$ cat src/rtl/caster_rx_fifo.sv
// rtl/caster_rx_fifo.sv - per-column two-entry receive FIFO for a tagged multicast bus
// Optional delivered-word counter enabled by defining CASTER_DELIV_CNT_EN.
module caster_rx_fifo #(
  parameter int DATA_WIDTH = 16,
  parameter int NUM_COL    = 4,
  localparam int TW        = (NUM_COL > 1) ? $clog2(NUM_COL) : 1
) (
  input  logic                  clk,
  input  logic                  rst_n,
  input  logic                  id_wr,
  input  logic [TW-1:0]         id_in,
  input  logic                  bus_valid,
  input  logic [TW-1:0]         bus_tag,
  input  logic [DATA_WIDTH-1:0] bus_data,
  output logic                  caster_ready,
  output logic                  pe_valid,
  output logic [DATA_WIDTH-1:0] pe_data,
  input  logic                  pe_ready,
  output logic                  configured,
  output logic [15:0]           deliv_cnt
);

  typedef enum logic [1:0] {
    UNCONF = 2'd0,
    EMPTY  = 2'd1,
    ONE    = 2'd2,
    FULL   = 2'd3
  } state_t;

  state_t                state_q;
  logic [TW-1:0]         id_q;
  logic [DATA_WIDTH-1:0] head_q;
  logic [DATA_WIDTH-1:0] tail_q;
  logic                  pe_valid_q;
  logic                  configured_q;

  logic match;
  logic push;
  logic pop;
  logic id_accept;

  // A non-matching word is always released so the bus never stalls on other columns' traffic.
  assign match        = (bus_tag == id_q);
  assign caster_ready = configured_q & (~match | (state_q != FULL));
  assign push         = bus_valid & caster_ready & match;
  assign pop          = pe_valid_q & pe_ready;
  assign id_accept    = id_wr & ((state_q == UNCONF) | (state_q == EMPTY));

  assign pe_valid   = pe_valid_q;
  assign pe_data    = head_q;
  assign configured = configured_q;

  // Occupancy FSM: head_q is always the word presented to the PE, tail_q the one queued behind it.
  always_ff @(posedge clk) begin
    if (!rst_n) begin
      state_q      <= UNCONF;
      id_q         <= '0;
      head_q       <= '0;
      tail_q       <= '0;
      pe_valid_q   <= 1'b0;
      configured_q <= 1'b0;
    end else begin
      case (state_q)
        UNCONF: begin
          if (id_wr) begin
            id_q         <= id_in;
            configured_q <= 1'b1;
            state_q      <= EMPTY;
          end
        end
        EMPTY: begin
          if (id_wr) begin
            id_q <= id_in;
          end
          if (push) begin
            head_q     <= bus_data;
            pe_valid_q <= 1'b1;
            state_q    <= ONE;
          end
        end
        ONE: begin
          case ({push, pop})
            2'b10: begin
              tail_q  <= bus_data;
              state_q <= FULL;
            end
            2'b01: begin
              pe_valid_q <= 1'b0;
              state_q    <= EMPTY;
            end
            2'b11: begin
              head_q <= bus_data;
            end
            default: begin
            end
          endcase
        end
        FULL: begin
          if (pop) begin
            head_q  <= tail_q;
            state_q <= ONE;
          end
        end
        default: begin
          state_q <= UNCONF;
        end
      endcase
    end
  end

`ifdef CASTER_DELIV_CNT_EN
  logic [15:0] cnt_q;
  logic [15:0] cnt_d;

  always_comb begin
    cnt_d = cnt_q;
    if (id_accept) begin
      cnt_d = 16'd0;
    end else if (pop) begin
      cnt_d = cnt_q + 16'd1;
    end
  end

  // Delivered-word counter, wraps naturally at 16 bits.
  always_ff @(posedge clk) begin
    if (!rst_n) begin
      cnt_q <= 16'd0;
    end else begin
      cnt_q <= cnt_d;
    end
  end

  assign deliv_cnt = cnt_q;
`else
  logic unused_id_accept;
  assign unused_id_accept = id_accept;
  assign deliv_cnt        = 16'd0;
`endif

endmodule
$ cat config.mk
export PLATFORM = sky130hd
export DESIGN_NAME = caster_rx_fifo
export DESIGN_NICKNAME = d
export VERILOG_FILES = /design/src/rtl/caster_rx_fifo.sv
export SDC_FILE = /design/constraint.sdc
export NUM_CORES = 1
export LEC_CHECK = 0
export CAP_MARGIN = 20
export CORE_MARGIN = 5
export CORE_UTILIZATION = 46
export DETAILED_ROUTE_END_ITERATION = 10
export HOLD_SLACK_MARGIN = 0.12
export PLACE_DENSITY = 0.79
export SLEW_MARGIN = 10
export SYNTH_ARGS = -nofsm -noshare
export SYNTH_HDL_FRONTEND = slang
export SYNTH_SLANG_ARGS = --single-unit
export TNS_END_PERCENT = 5
$ cat constraint.sdc
create_clock -name clk -period 2.2 [get_ports clk]
set_input_delay 0.33 -clock clk [delete_from_list [all_inputs] [get_ports clk]]
set_output_delay 0.33 -clock clk [all_outputs]
set_load 0.005 [all_outputs]
Met3 routing:
Bar = 20 um.
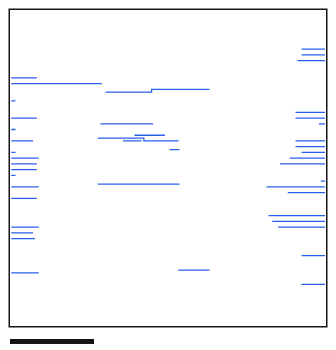
40 nets have wire on it. The layer holds 7.7% of the routed length. The wires run mostly horizontal.
met3 usage: 4.67%
final WL: 4.23 mm
via total after detailed routing: 1,597

Signal wires by layer:
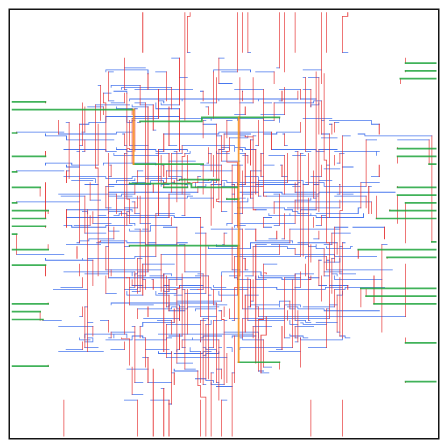
Orange shows M4, wire length 52.4 um. Red shows M2, wire length 1,990 um. Blue shows M1, wire length 1,860 um. Green shows M3, wire length 326 um.

==> Flow_metrics.wiki <==
== Run summary ==
{| class="wikitable"
! Metric !! Value
|-
| Overall track demand over capacity in global routing || 16.6%
|-
| Buffers inserted by post-CTS timing repair || 0
|-
| Sequential cell area || 761 um^2
|-
| Worst Path Class, Setup || in2out
|-
| Skew-Pair Late Insertion Delay || 0.29 ns
|-
| Post-DP Area || 0.00235 mm^2
|-
| Cell count of the worst reg-to-reg path || 6
|-
| Gate Area || 0.00101 mm^2
|-
| Number of cells on the worst hold path || 2
|-
| Count of H-tree levels built during CTS || 2
|-
| Yosys warns || 0
|-
| Critical-path cell list || clkdlybuf4s50_1 -> xnor2_2 -> nand2_1 -> o21a_1 -> clkdlybuf4s50_1
|-
| Initial drt markers || 128
|-
| End point of the worst hold path || pe_data[0]
|-
| Hold buffers post-CTS || 0
|-
| Cell with the most instances on the worst path || clkdlybuf4s50_1
|-
| Synth Area per Inst || 9.01 um^2
|-
| OpenROAD warnings || 26
|-
| Result of the run || completed
|-
| RR Endpoint || pe_data[4]
|-
| Ratio of final minimum period to clock period || 95.3%
|-
| Top cell type by total area after synthesis || dfxtp_1
|-
| R2r startpoint || id_q[1]
|-
| Dominant kind of combinational cell || multiplexers
|-
| Total clock buffers created by CTS || 5
|-
| Clock transition at the registers of the reported paths || 0.08 ns
|-
| Proportion of synthesized chip area in sequential cells || 39.3%
|-
| FP Core Util || 48.1%
|-
| Max Used Layer || met4
|-
| Post-Syn Area || 0.00194 mm^2
|-
| Routed met3 length || 326 um
|}
Placement view:
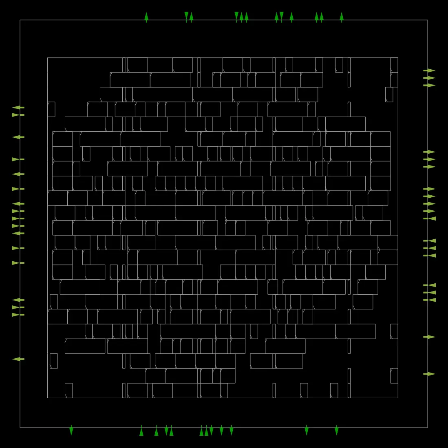
Seq Cell Count: 38
count of non-filler cells in the finished layout: 309
final cell utilization of the core: 61.1%
filler instances: 372
fraction of standard cell area that is sequential: 30.9%

Clock network drawn from the DEF:
Bar = 20 um.
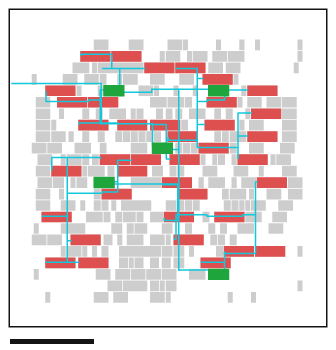
Red shows flip-flops, count 38. Green shows clock-net drivers, count 5. Cyan shows clock wires, length 457 um.
There are 6 routed clock nets.

-- cell usage in the layout (no fill, tap or decap), types with 2 or more instances in the layout --
cell / instances
and3_1: 2
inv_1: 3
buf_4: 8
mux2i_1: 18
dfxtp_1: 38
xnor2_2: 2
mux2_2: 16
a21oi_1: 18
nand2_1: 34
nand3_1: 17
a31oi_1: 2
clkbuf_8: 5
conb_1: 16
clkinv_2: 2
clkdlybuf4s50_1: 43
a311oi_1: 2
nor2_1: 5
o21ai_0: 17
-- cell type report --
| cell class | instances | share of cell area [%] |
|---|---|---|
| inverter | 3 | 0.458 |
| multi-input combinational | 158 | 40.9 |
| clock buffer | 5 | 2.80 |
| sequential | 38 | 30.9 |
| clock inverter | 3 | 1.63 |
| tap | 50 | 2.54 |
| timing repair buffer | 52 | 20.7 |
-- report_power, final --
| part | internal, uW | total (uW) | switching, uW | leakage, uW |
|---|---|---|---|---|
| logic | 87.6 | 163 | 75.7 | 0.000525 |
| registers | 695 | 706 | 10.7 | 0.000307 |
| clock network | 333 | 579 | 245 | 0.0000579 |
-- logic make-up after synthesis --
kind of cell	after synthesis
and+or+nand+nor	62
buffers and inverters	34
xor gates and xnor gates	3
AOI/OAI and AO/OA	43
DFF	38
other	1
muxes	34
-- through the flow --
| step | instances | setup WS [ns] | hold WS [ns] | total power, uW |
|---|---|---|---|---|
| 6_report | 309 | 0.103 | 0.456 | 1450 |
| 5_1_grt | 309 | 0.0332 | 0.485 | 1510 |
| 4_1_cts | 309 | 0.0963 | 0.462 | 1460 |
| 3_5_place_dp | 301 | 0.0965 | 0.449 | 884 |
| 3_3_place_gp | 301 | 0.114 | 0.444 | 882 |
| 2_1_floorplan | 230 | 0.514 | 0.444 | 826 |
Power is estimated from default activity; no workload was simulated.
